Figure 1. M1 wires (run 1).
The bar under the picture is 20 um long. Cells faint in the background.
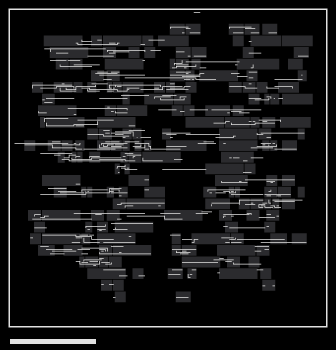
Figure 2. The metal 2 layer (run 1).
Cells faint in the background.
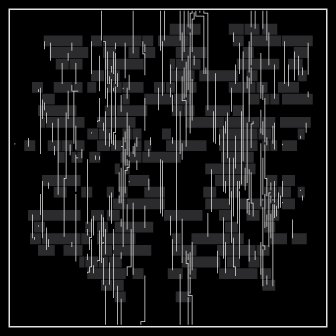
Figure 3. Signal wires on met3 (run 1).
The bar under the picture is 20 um long. Cells faint in the background.
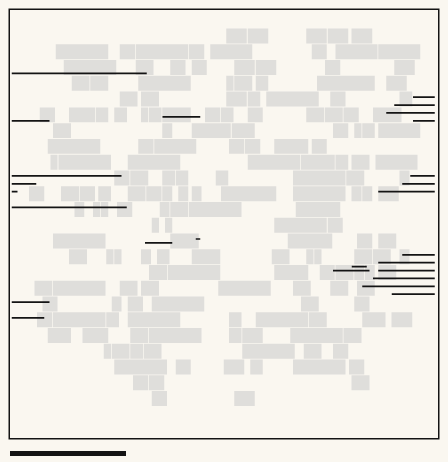
Figure 4. Sequential cells grouped by signal name (run 1).
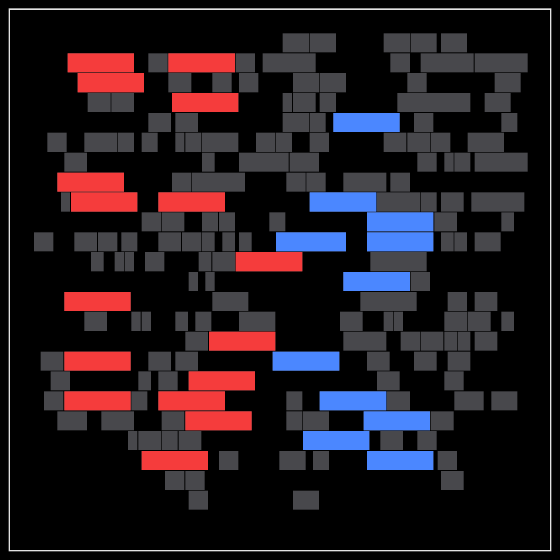
<file path="src/rtl/hazard_pkg.sv">
// Shared definitions for the forwarding/stall unit.
// Each tag entry is packed as {v, rd[REG_ADDR_W-1:0], ld}, with ld at the LSB.
// The positions of v and rd depend on the register address width, so they
// are provided as functions of that width.
package hazard_pkg;

  localparam int TAG_LD      = 0;
  localparam int TAG_RD_LO   = 1;
  localparam int SEL_REGFILE = 0;

  localparam logic [1:0] IMM_OPCODE_DEF = 2'b01;
  localparam int         REG_ADDR_W_DEF = 4;

  // Bit position of the valid flag within one tag entry.
  function automatic int tag_v_bit(input int addr_w);
    return addr_w + 1;
  endfunction

  // Width of one tag entry: {v, rd, ld}.
  function automatic int tag_w(input int addr_w);
    return addr_w + 2;
  endfunction

  localparam int TAG_V = tag_v_bit(REG_ADDR_W_DEF);

  // The immediate code sits just past the deepest forwarding stage.
  function automatic int sel_imm(input int fwd_depth);
    return fwd_depth + 1;
  endfunction

endpackage

</file>
<file path="src/rtl/hazard_match.sv">
// Per-operand tag matcher.
// Finds the youngest valid in-flight tag whose rd equals rs and turns it into
// a forwarding select. A load that is still too young to forward sets pending
// and leaves the select on the register file; the older stages are not
// consulted in that case, because their value would be stale.
// Ports:
//   rs      - operand source register
//   tags    - flattened tag chain, stage k at bits [(k-1)*TAG_W +: TAG_W]
//   sel     - 0 = register file, k = forward from stage k
//   pending - youngest match is a load that cannot be forwarded yet
module hazard_match
  import hazard_pkg::*;
#(
  parameter int REG_ADDR_W = 4,
  parameter int FWD_DEPTH  = 2,
  parameter int LOAD_DELAY = 1,
  parameter int SEL_W      = $clog2(FWD_DEPTH + 2)
) (
  input  logic [REG_ADDR_W-1:0]                   rs,
  input  logic [FWD_DEPTH*tag_w(REG_ADDR_W)-1:0]  tags,
  output logic [SEL_W-1:0]                        sel,
  output logic                                    pending
);

  localparam int TW    = tag_w(REG_ADDR_W);
  localparam int V_BIT = tag_v_bit(REG_ADDR_W);

  logic [FWD_DEPTH:1] hit;
  logic [FWD_DEPTH:1] is_ld;

  genvar k;
  generate
    for (k = 1; k <= FWD_DEPTH; k++) begin : g_cmp
      assign hit[k]   = tags[(k-1)*TW + V_BIT] &&
                        (tags[(k-1)*TW + TAG_RD_LO +: REG_ADDR_W] == rs);
      assign is_ld[k] = tags[(k-1)*TW + TAG_LD];
    end
  endgenerate

  // Walk from oldest to youngest so the youngest hit is the one that sticks.
  always_comb begin
    sel     = SEL_W'(SEL_REGFILE);
    pending = 1'b0;
    for (int i = FWD_DEPTH; i >= 1; i--) begin
      if (hit[i]) begin
        if (is_ld[i] && (i <= LOAD_DELAY)) begin
          pending = 1'b1;
          sel     = SEL_W'(SEL_REGFILE);
        end else begin
          pending = 1'b0;
          sel     = SEL_W'(i);
        end
      end
    end
  end

endmodule

</file>
<file path="src/rtl/hazard_unit_pipe.sv">
// Forwarding and load-use stall unit beside the decode stage.
// Tracks destination tags of in-flight instructions in a FWD_DEPTH-deep
// shift chain and produces the ALU operand mux selects and a decode stall.
// Ports:
//   clk, rst_n          - clock, asynchronous active-low reset
//   id_valid, id_instr  - decode slot valid and instruction (top 2 bits used)
//   id_rs_a/b, id_uses_a/b - operand sources and whether they are read
//   id_rd, id_writes, id_is_load - destination info of the decode instruction
//   flush               - kill the decode instruction
//   stall               - hold fetch/decode this cycle
//   muxA_sel, muxB_sel  - operand selects (B adds FWD_DEPTH+1 = immediate)
//   stall_count         - saturating count of stall cycles
module hazard_unit_pipe
  import hazard_pkg::*;
#(
  parameter int         REG_ADDR_W = 4,
  parameter int         INSTR_W    = 24,
  parameter int         FWD_DEPTH  = 2,
  parameter int         LOAD_DELAY = 1,
  parameter logic [1:0] IMM_OPCODE = IMM_OPCODE_DEF,
  parameter int         CNT_W      = 16,
  localparam int        SEL_W      = $clog2(FWD_DEPTH + 2)
) (
  input  logic                  clk,
  input  logic                  rst_n,
  input  logic                  id_valid,
  input  logic [INSTR_W-1:0]    id_instr,
  input  logic [REG_ADDR_W-1:0] id_rs_a,
  input  logic [REG_ADDR_W-1:0] id_rs_b,
  input  logic                  id_uses_a,
  input  logic                  id_uses_b,
  input  logic [REG_ADDR_W-1:0] id_rd,
  input  logic                  id_writes,
  input  logic                  id_is_load,
  input  logic                  flush,
  output logic                  stall,
  output logic [SEL_W-1:0]      muxA_sel,
  output logic [SEL_W-1:0]      muxB_sel,
  output logic [CNT_W-1:0]      stall_count
);

  localparam int TW = tag_w(REG_ADDR_W);

  logic [FWD_DEPTH*TW-1:0] tag_chain_q;
  logic [SEL_W-1:0]        sel_a;
  logic [SEL_W-1:0]        sel_b;
  logic                    pending_a;
  logic                    pending_b;
  logic                    imm;
  logic                    instr_unused;

  // Only the opcode bits matter here.
  assign instr_unused = ^id_instr[INSTR_W-3:0];

  hazard_match #(
    .REG_ADDR_W (REG_ADDR_W),
    .FWD_DEPTH  (FWD_DEPTH),
    .LOAD_DELAY (LOAD_DELAY),
    .SEL_W      (SEL_W)
  ) u_match_a (
    .rs      (id_rs_a),
    .tags    (tag_chain_q),
    .sel     (sel_a),
    .pending (pending_a)
  );

  hazard_match #(
    .REG_ADDR_W (REG_ADDR_W),
    .FWD_DEPTH  (FWD_DEPTH),
    .LOAD_DELAY (LOAD_DELAY),
    .SEL_W      (SEL_W)
  ) u_match_b (
    .rs      (id_rs_b),
    .tags    (tag_chain_q),
    .sel     (sel_b),
    .pending (pending_b)
  );

  assign imm = (id_instr[INSTR_W-1 -: 2] == IMM_OPCODE);

  // The immediate code wins for B even when the instruction does not read rs_b.
  assign muxA_sel = sel_a;
  assign muxB_sel = imm ? SEL_W'(sel_imm(FWD_DEPTH)) : sel_b;

  assign stall = id_valid & ~flush &
                 ((id_uses_a & pending_a) | (id_uses_b & ~imm & pending_b));

  // Stage 1 takes a bubble on flush or stall; older stages always advance so
  // the instruction that caused the stall drains toward a forwardable stage.
  always_ff @(posedge clk or negedge rst_n) begin
    if (!rst_n) begin
      tag_chain_q <= '0;
    end else begin
      if (flush || stall) begin
        tag_chain_q[TW-1:0] <= '0;
      end else begin
        tag_chain_q[TW-1:0] <= {id_valid & id_writes, id_rd, id_is_load};
      end
      for (int k = 1; k < FWD_DEPTH; k++) begin
        tag_chain_q[k*TW +: TW] <= tag_chain_q[(k-1)*TW +: TW];
      end
    end
  end

  always_ff @(posedge clk or negedge rst_n) begin
    if (!rst_n) begin
      stall_count <= '0;
    end else if (stall && (stall_count != {CNT_W{1'b1}})) begin
      stall_count <= stall_count + 1'b1;
    end
  end

endmodule
</file>
<file path="config.mk">
export PLATFORM = sky130hd
export DESIGN_NAME = hazard_unit_pipe
export DESIGN_NICKNAME = d
export VERILOG_FILES = /design/src/rtl/hazard_pkg.sv /design/src/rtl/hazard_match.sv /design/src/rtl/hazard_unit_pipe.sv
export SDC_FILE = /design/constraint.sdc
export NUM_CORES = 1
export LEC_CHECK = 0
export CAP_MARGIN = 20
export CELL_PAD_IN_SITES_DETAIL_PLACEMENT = 0
export CELL_PAD_IN_SITES_GLOBAL_PLACEMENT = 1
export CORE_MARGIN = 3
export CORE_UTILIZATION = 30
export CTS_BUF_LIST = sky130_fd_sc_hd__clkbuf_8 sky130_fd_sc_hd__clkbuf_16
export DETAILED_ROUTE_END_ITERATION = 8
export PLACE_DENSITY_LB_ADDON = 0.1
export SYNTH_ARGS = -nofsm -noshare
export SYNTH_HDL_FRONTEND = slang
export SYNTH_HIERARCHICAL = 1
export SYNTH_SLANG_ARGS = --single-unit
</file>
<file path="constraint.sdc">
create_clock -name clk -period 2.6 [get_ports clk]
set_clock_uncertainty 0.1 [all_clocks]
set_input_delay 0.52 -clock clk [delete_from_list [all_inputs] [get_ports clk]]
set_output_delay 0.52 -clock clk [all_outputs]
set_load 0.1 [all_outputs]
</file>
==> reports/summary.txt, run 1 <==
Cell count after synthesis - 122
Hold Path Class - flop to flop
Die area - 5450 um^2
Core ar. - 4410 um^2
Status - completed
Worst R2R End - stall_count[1]
Comb power frac - 15.4%
R2R Setup Slk - 0.27 ns
CTS buffer count - 3
Mapped cell area - 1380 um^2
Clk buf depth - 2
PwrDens - 381 nW/um^2
DP Wirelength - 2350 um
Power, Total - 793 uW
Boundary pin count - 65
Initial core utilization - 31.3%
Largest net degree at the start of global routing - 28
Net Sw Frac - 24.9%
P_sw - 197 uW
CP endpoint kind - primary output
First drt pass iteration count - 4
MaxCap Viol Count - 0
Slew HR - 77.1%
Min Clock Period, post-route - 2.51 ns
Starting DRC count in detailed routing - 10
Hold endpoint - tag_chain_q[11]
Internal power - 595 uW
Sequential share of power - 55.2%
FMAX - 398 MHz
Worst Hold Depth - 0
Tool warnings - 49
Final Wtd Congestion - 0.782
Residual DRC count - 0
Reg-to-reg startpoint - tag_chain_q[2]
Worst setup SP type - input port
# nets final - 227
Share of layout cells above drive strength 1 - 33.1%
Hold buffers post-CTS - 0
Syn nets - 167
Slowest stage delay, CP - 0.31 ns
H-tree Lvls - 1
DRT antenna net count - 0
Clk_lat worst skew - 0.27 ns
GR Overflow Total - 0
Min-delay src - tag_chain_q[5]
CTS Sinks - 27
Crit path from - id_rs_a[1]
ANT cells - 0
Fill count - 433
Worst Tran Pin Value - 0.344 ns
WL per Instance - 13.0 um
Synthesis-to-layout area growth - 50.6%
Antenna violations before repair - 0
CP Max Fanout - 2
Worst Path Required - 1.98 ns
Synth Area per Inst - 11.3 um^2
Gr usage total - 12.0%
Die W - 73.9 um
CP cell instances - clkdlybuf4s15_1, xor2_2, nor4_4, and2_4, a32oi_4, nor2_4, buf_12
Die Y - 73.9 um
Clk slew on worst S/H paths - 0.09 ns
Row count - 24
Clk pwr share - 29.4%
Clock Tree Root - clkbuf_8
Post-DP Area - 1970 um^2
WP buf/inv - 2
CP Class - input port to primary output
Vias in the first global route - 1,092
CP top delay family - simple AND/OR/NAND/NOR gates
Slowest cell on the critical path - nor4_4
Hold WS - 0.315 ns
Pins Over Slew Limit - 0
Post-route cell area - 2080 um^2
R2R cell count - 8
Drt via density - 4.67
Buffers on Ports - 42
First-pass GRT wire length - 4940 um
Worst Path Arrival - 1.89 ns
Final Cycle Share - 96.6%
# setup viols final - 0
Leak - 0.000969 uW
Unrepaired setup endpoints after global routing - false
CTS tree - built
Synth warn - 6
Max VDD drop - 0.154 mV
Fin Setup TNS - 0 ns
Final hold violations - 0
About Figure 1:
nets with wire on the layer	166
main direction	horizontal
Routed Wire Length: 3020 um
GR Util met1: 13.9%

About Figure 2:
nets with wire on the layer	183
wire length on this layer	1,570 um
share of all routed wire	52%
longest straight run	42.8 um
vias: 1,088
GR Util met2: 20.7%

About Figure 3:
wire length on this layer	197 um
share of all routed wire	6.5%
nets with wire on the layer	24
longest straight run	23.0 um
main direction	horizontal
grt met3 use: 2.74%

About Figure 4:
name in the netlist	color	sequential cells
tag_chain_q	blue	11
stall_count	red	16
Final Util: 47.1%
sequential cell power: 437 uW

## run 1: power by group through the flow
stage	logic (uW)	registers (uW)	clock network (uW)
finish	122	437	233
global route	131	439	270
CTS	121	437	246
detailed placement	120	445	0
global placement	118	445	0
floorplan	45.7	448	0
## run 1: registers in the layout (all words and copies together) (netlist names)
register / flops
tag_chain_q: 11
stall_count: 16
## run 1: routing by layer
metal / vias up / part of all wire (%) / GRT usage, %
met5: - / 0 / 0
met4: 0 / 1.7 / 5.43
met3: 4 / 6.5 / 2.74
met2: 27 / 52 / 20.7
met1: 526 / 40 / 13.9
li1: 531 / - / -
## run 1: cell type report
cell class	instances	area, um^2	area share (%)
flip-flops and latches	27	677	32.5
repair buffers	56	536	25.7
multi-input cells	92	749	36.0
well taps	52	65.1	3.13
clock inverters	1	5.00	0.241
clock buffers	3	41.3	1.98
inverters	2	7.51	0.361
## run 1: metrics by stage
stage / worst slack (ns) / cells / utilization [%]
4_1_cts: -0.00350 / 232 / 46.5
6_report: 0.0889 / 233 / 47.1
5_1_grt: 0.00288 / 233 / 47.1
2_1_floorplan: 0.0903 / 122 / -
3_5_place_dp: -0.276 / 226 / 44.6
3_3_place_gp: -0.299 / 226 / 44.6
## run 1: placed cells by master (no fill, tap or decap), types with 3 or more instances in the layout
cell type and n:
xor2_2 3, nor2_1 3, and4_1 3, nand2_1 8, clkdlybuf4s50_1 13, and2_1 5, buf_4 29, xnor2_1 17
xor2_1 10, nand4_1 6, dlygate4sd2_1 3, and3_1 4, nand3_1 6, dfrtp_1 26, buf_12 6, clkbuf_8 3
nor3_1 3
## run 1: worst max-delay path by stage
stage               slack, ns         endpoint  depth (start not counted)
finish                   0.09            stall                          7
global route            0.003            stall                          7
CTS                    -0.003            stall                          7
detailed placement      -0.28            stall                          7
global placement        -0.30            stall                          7
floorplan                0.09  stall_count[10]                          7
## run 1: repair_timing
item,CTS,global route
pin swaps,10,4
gates cloned,0,0
endpoints found under the setup margin,4,3
buffers inserted,2,1
resized,15,10
endpoints found under the hold margin,0,0
--- run 2 (diff from run 1) ---
--- a/config.mk
+++ b/config.mk
@@ -12,6 +12,7 @@
 export CORE_UTILIZATION = 30
 export CTS_BUF_LIST = sky130_fd_sc_hd__clkbuf_8 sky130_fd_sc_hd__clkbuf_16
 export DETAILED_ROUTE_END_ITERATION = 8
+export MAX_ROUTING_LAYER = met4
 export PLACE_DENSITY_LB_ADDON = 0.1
 export SYNTH_ARGS = -nofsm -noshare
 export SYNTH_HDL_FRONTEND = slang
Figure 5. Sequential cells grouped by signal name (run 2).
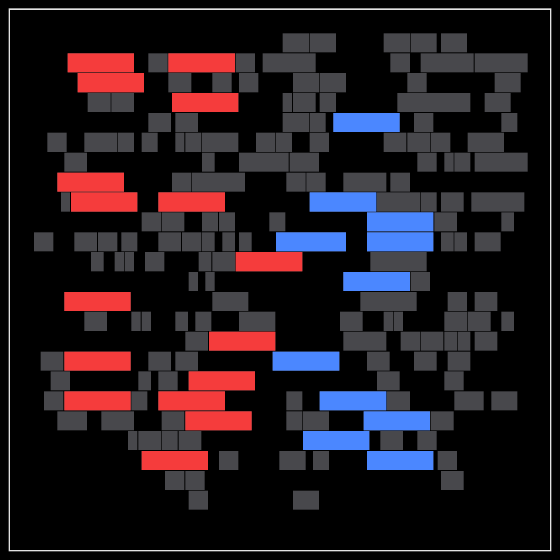
name in the netlist	color	sequential cells
stall_count	red	16
tag_chain_q	blue	11
Flop area: 677 um^2
Seq area share: 32.5%

Figure 6. Signal wires on met3 (run 2).
The bar under the picture is 20 um long. Cells faint in the background.
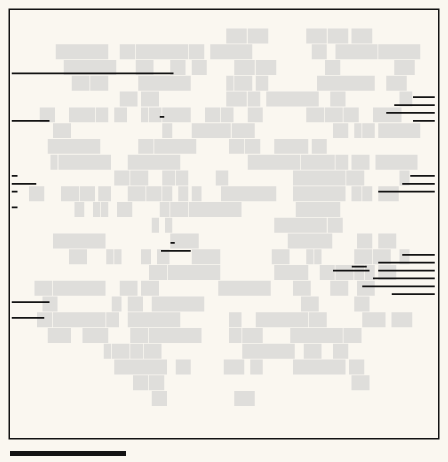
longest straight run	27.6 um
wire length on this layer	159 um
nets with wire on the layer	24
share of all routed wire	5.3%
main direction	horizontal
grt met3 use: 2.19%
Routed Wire Length: 3030 um
vias: 1,093

Figure 7. Placement view (run 2).
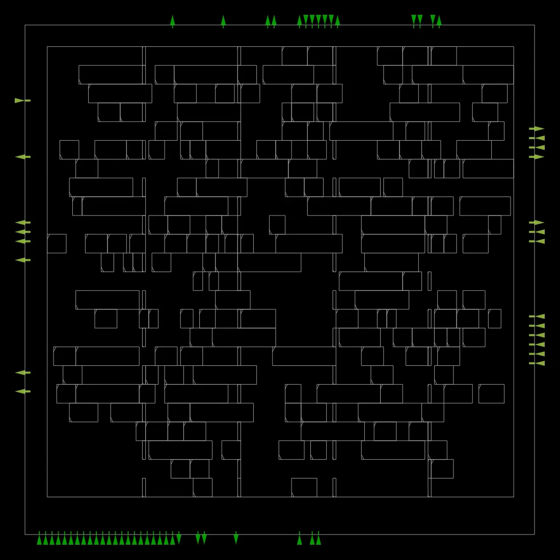
Post-Layout Cell Count: 233
row count: 24

==> reports/summary.txt, run 2 <==
Synthesis-to-layout area growth - 50.6%
Crit path from - id_rs_a[1]
Worst setup margin - 0.0889 ns
Hold buffers post-CTS - 0
Largest reg by FF count - stall_count
Post-route cell area - 2080 um^2
MaxCap Viol Count - 0
Final Wtd Congestion - 0.793
Antenna violations before repair - 0
PwrDens - 381 nW/um^2
Vias in the first global route - 1,092
R2R cell count - 8
Pins Over Slew Limit - 0
Unrepaired setup endpoints after global routing - false
ANT cells - 0
H-tree Lvls - 1
Tool warnings - 49
FMAX - 398 MHz
Residual DRC count - 0
DRT antenna net count - 0
Top flop regs - stall_count: 16 flops, tag_chain_q: 11 flops
Worst Tran Pin Value - 0.343 ns
CTS buffer count - 3
Slew HR - 77.1%
Initial core utilization - 31.3%
Hold Path Class - flop to flop
Clock Tree Root - clkbuf_8
Commonest Layout Cell - buf_4
Final Util - 47.1%
Boundary pin count - 65
Largest net degree at the start of global routing - 28
Final Cycle Share - 96.6%
DP Wirelength - 2350 um
# setup viols final - 0
Worst Path Arrival - 1.89 ns
Gr usage total - 12.3%
Final hold violations - 0
Cell count after synthesis - 122
Power, Total - 793 uW
Leak - 0.000969 uW
Flip-flop count of the largest register after layout - 16
CP Class - input port to primary output
Die area - 5450 um^2
Status - completed
Synth Area per Inst - 11.3 um^2
Starting DRC count in detailed routing - 10
First drt pass iteration count - 4
Reg-to-reg startpoint - tag_chain_q[2]
First-pass GRT wire length - 4930 um
Syn nets - 167
Die Y - 73.9 um
WL per Instance - 13.0 um
Post-DP Area - 1970 um^2
Worst R2R End - stall_count[1]
Die W - 73.9 um
CTS Sinks - 27
# nets final - 227
R2R Setup Slk - 0.27 ns
CP Max Fanout - 2
Clk buf depth - 2
Worst setup SP type - input port
Worst Path Required - 1.98 ns
Clk_lat worst skew - 0.27 ns
Mapped cell area - 1380 um^2
Max VDD drop - 0.154 mV
CP endpoint kind - primary output
Top cells excl fill/tap - buf_4 (29), dfrtp_1 (26), xnor2_1 (17)
GR Overflow Total - 0
CTS tree - built
Synth warn - 6
Buffers on Ports - 42
Post-Place Worst Slack - -0.276 ns
Critical Path Sink - stall
Drt via density - 4.69
Core ar. - 4410 um^2
Clk slew on worst S/H paths - 0.09 ns
Share of layout cells above drive strength 1 - 33.1%
Min Clock Period, post-route - 2.51 ns
run 2: layout make-up:
cell class | instances | area (um^2)
fillers | 433 | 2330
multi-input cells | 92 | 749
flip-flops and latches | 27 | 677
repair buffers | 56 | 536
well taps | 52 | 65.1
clock buffers | 3 | 41.3
inverters | 2 | 7.51
clock inverters | 1 | 5.00
run 2: through the flow:
| step | TNS [ns] | std cells | hold WS, ns |
|---|---|---|---|
| after floorplan | 0 | 122 | 0.124 |
| after global placement | -3.33 | 226 | 0.299 |
| after detailed placement | -2.92 | 226 | 0.300 |
| after CTS | -0.00350 | 232 | 0.322 |
| after global routing | 0 | 233 | 0.329 |
| final | 0 | 233 | 0.315 |
run 2: worst min path at each step:
| stage | depth (start not counted) | endpoint | startpoint | slack [ns] |
|---|---|---|---|---|
| 2_1_floorplan | 0 | stall_count[0] | rst_n | 0.12 |
| 3_3_place_gp | 0 | tag_chain_q[11] | tag_chain_q[5] | 0.30 |
| 3_5_place_dp | 0 | tag_chain_q[11] | tag_chain_q[5] | 0.30 |
| 4_1_cts | 0 | tag_chain_q[11] | tag_chain_q[5] | 0.32 |
| 5_1_grt | 0 | tag_chain_q[11] | tag_chain_q[5] | 0.33 |
| 6_report | 0 | tag_chain_q[11] | tag_chain_q[5] | 0.32 |
run 2: where the power goes:
| group | internal (uW) | total, uW | leakage, uW | switching [uW] |
|---|---|---|---|---|
| Clock | 107 | 234 | 0.0000255 | 127 |
| Combinational | 59.6 | 122 | 0.000579 | 62.3 |
| Sequential | 429 | 437 | 0.000365 | 8.87 |
run 2: repair_timing:
| item | CTS | global route |
|---|---|---|
| pin swaps | 10 | 4 |
| gates resized | 15 | 10 |
| setup endpoints to repair | 4 | 3 |
| buffers inserted | 2 | 1 |
| gates cloned | 0 | 0 |
run 2: metal layers:
metal | wire length, um | global-route usage [%] | up-vias
li1 | - | - | 531
met3 | 158 | 2.19 | 4
met1 | 1240 | 14.3 | 531
met5 | 0 | - | -
met4 | 52 | 5.43 | 0
met2 | 1580 | 20.7 | 27
run 2: critical path, stage by stage:
cell and delay [ns]:
clkdlybuf4s15_1 0.24, xor2_2 0.22, nor4_4 0.31, and2_4 0.19, a32oi_4 0.06, nor2_4 0.16
buf_12 0.18
--- run 3 (diff from run 2) ---
--- a/config.mk
+++ b/config.mk
@@ -12,6 +12,7 @@
 export CORE_UTILIZATION = 30
 export CTS_BUF_LIST = sky130_fd_sc_hd__clkbuf_8 sky130_fd_sc_hd__clkbuf_16
 export DETAILED_ROUTE_END_ITERATION = 8
+export DONT_BUFFER_PORTS = 1
 export MAX_ROUTING_LAYER = met4
 export PLACE_DENSITY_LB_ADDON = 0.1
 export SYNTH_ARGS = -nofsm -noshare
Figure 8. Sequential cells grouped by signal name (run 3).
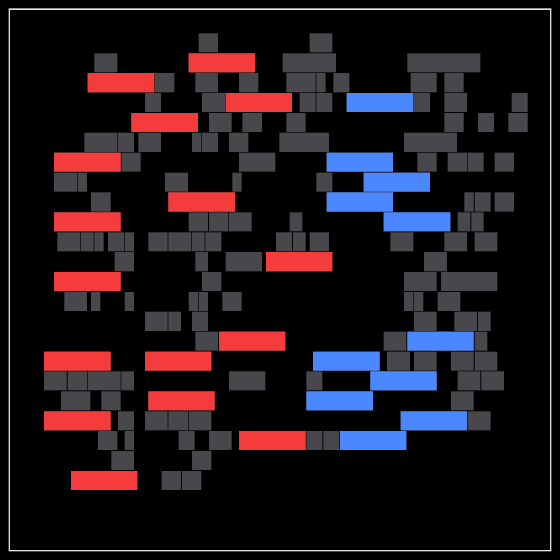
name in the netlist	color	sequential cells
stall_count	red	16
tag_chain_q	blue	11
Flop area: 676 um^2
sequential cell power: 436 uW
Final Util: 39.2%

Figure 9. The metal 2 layer (run 3).
Cells faint in the background.
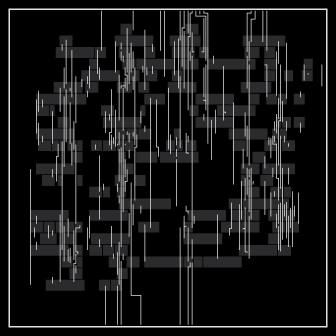
share of all routed wire	54%
wire length on this layer	1,540 um
main direction	vertical
nets with wire on the layer	155
longest straight run	40.1 um
vias: 974
Routed Wire Length: 2880 um
GR Util met2: 20.0%

Figure 10. Placement view (run 3).
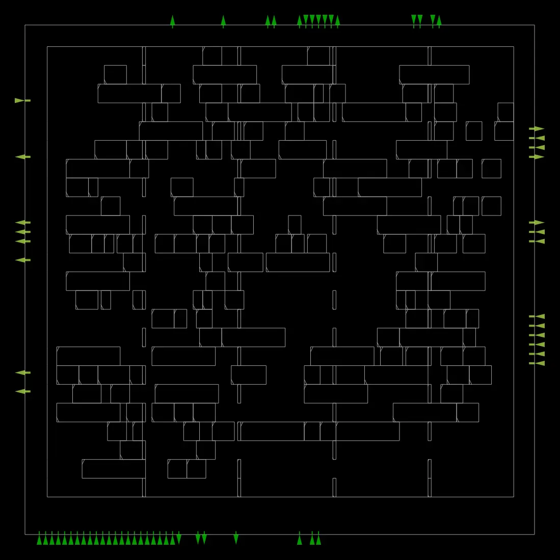
Seq area share: 39.0%
Post-Layout Cell Count: 204
fill count: 447

==> reports/summary.txt, run 3 <==
Status - completed
Final hold violations - 0
Min-delay src - id_is_load
Internal power - 561 uW
Synth Area per Inst - 11.3 um^2
Clock Tree Root - clkbuf_8
Top cells excl fill/tap - dfrtp_1 (27), buf_4 (24), xnor2_1 (17)
Die area - 5450 um^2
First drt pass iteration count - 4
Comb power frac - 9.9%
Largest reg by FF count - stall_count
Residual DRC count - 0
Worst Hold Depth - 1
Worst Tran Pin Value - 0.324 ns
Gr usage total - 12.2%
MaxCap Viol Count - 0
Clk slew on worst S/H paths - 0.09 ns
PwrDens - 428 nW/um^2
Synth warn - 6
Synthesis-to-layout area growth - 25.4%
CTS tree - built
Antenna violations before repair - 0
Buffers on Ports - 0
DRT antenna net count - 0
# nets final - 198
Post-CTS setup buffers - 0
Clk pwr share - 31.3%
Net Sw Frac - 24.3%
Unrepaired setup endpoints after global routing - true
Clk_lat worst skew - 0.27 ns
CTS buffer count - 3
First-pass GRT wire length - 4870 um
H-tree Lvls - 1
CTS Sinks - 27
Power, Total - 741 uW
Top flop regs - stall_count: 16 flops, tag_chain_q: 11 flops
Initial core utilization - 31.3%
Syn nets - 167
Max VDD drop - 0.195 mV
DP Wirelength - 2280 um
CP endpoint kind - primary output
Boundary pin count - 65
GR Overflow Total - 0
Slew HR - 78.4%
Vias in the first global route - 1,074
WL per Instance - 14.1 um
Cell count after synthesis - 122
Worst Path Required - 1.98 ns
R2R cell count - 7
ANT cells - 0
Crit path from - tag_chain_q[2]
Starting DRC count in detailed routing - 28
Die Y - 73.9 um
Tool warnings - 49
Final Cycle Share - 96.7%
CP Class - flop to primary output
Hold WS - 0.273 ns
Leak - 0.000825 uW
Mapped cell area - 1380 um^2
Row count - 24
Worst Path Arrival - 1.90 ns
Die W - 73.9 um
Hold Path Class - input port to flop
# setup viols final - 0
Largest net degree at the start of global routing - 28
Reg-to-reg startpoint - tag_chain_q[2]
CP Max Fanout - 3
Min Clock Period, post-route - 2.52 ns
Commonest Layout Cell - dfrtp_1
Core ar. - 4410 um^2
Share of layout cells above drive strength 1 - 27.0%
P_sw - 180 uW
FMAX - 398 MHz
Clk buf depth - 2
Pins Over Slew Limit - 0
Drt via density - 4.77
Worst setup SP type - flop
Final Wtd Congestion - 0.768
Flip-flop count of the largest register after layout - 16
Sequential share of power - 58.8%
run 3: timing repair:
| item | CTS | global route |
|---|---|---|
| endpoints found under the hold margin | 27 | 0 |
| setup endpoints to repair | 0 | 1 |
| hold buffers | 2 | 0 |
| resized | 0 | 2 |
run 3: cell type report:
cell class                 instances  area [um^2]
fill                             447         2680
multi-input combinational         92          708
sequential                        27          676
timing repair buffer              27          230
tap                               52         65.1
clock buffer                       3         41.3
inverter                           2         7.51
clock inverter                     1         3.75
run 3: final timing paths:
| check | endpoint | slack [ns] |
|---|---|---|
| hold reg to reg | tag_chain_q[11] | 0.32 |
| max in group asynchronous | stall_count[4] | 1.66 |
| min in group asynchronous | stall_count[8] | 0.58 |
| hold / removal | tag_chain_q[0] | 0.27 |
| setup reg to reg | stall_count[1] | 0.35 |
| setup / recovery | stall | 0.08 |
run 3: metrics by stage:
| stage | instance area [um^2] | worst slack [ns] | TNS, ns | util (%) | cells |
|---|---|---|---|---|---|
| 6_report | 1730 | 0.0850 | 0 | 39.2 | 204 |
| 3_3_place_gp | 1650 | 0.179 | 0 | 37.3 | 198 |
| 4_1_cts | 1720 | 0.00605 | 0 | 39.0 | 204 |
| 3_5_place_dp | 1650 | 0.184 | 0 | 37.3 | 198 |
| 5_1_grt | 1730 | -0.00155 | -0.00155 | 39.2 | 204 |
| 2_1_floorplan | 1390 | 0.0903 | 0 | - | 122 |
run 3: critical path: stages, from the launching register on:
cell and delay [ns]:
dfrtp_1 0.42, xor2_1 0.17, nor4_4 0.34, and2_4 0.20
a32oi_4 0.14, nor2_4 0.16, buf_12 0.18
run 3: routing by layer:
layer,up-vias,track usage [%],part of all wire (%),wire [um]
li1,475,-,-,-
met4,0,4.83,0.73,21
met3,2,3.28,7.7,222
met2,26,20.0,54,1540
met5,-,-,0,0
met1,471,14.0,38,1090
run 3: power groups by stage:
| stage | sequential, uW | combinational, uW | clock, uW |
|---|---|---|---|
| floorplan | 448 | 45.7 | 0 |
| global placement | 445 | 58.6 | 0 |
| detailed placement | 445 | 59.2 | 0 |
| CTS | 436 | 73.2 | 247 |
| global route | 438 | 80.3 | 263 |
| finish | 436 | 73.5 | 232 |
Power and IR drop assume default switching activity.
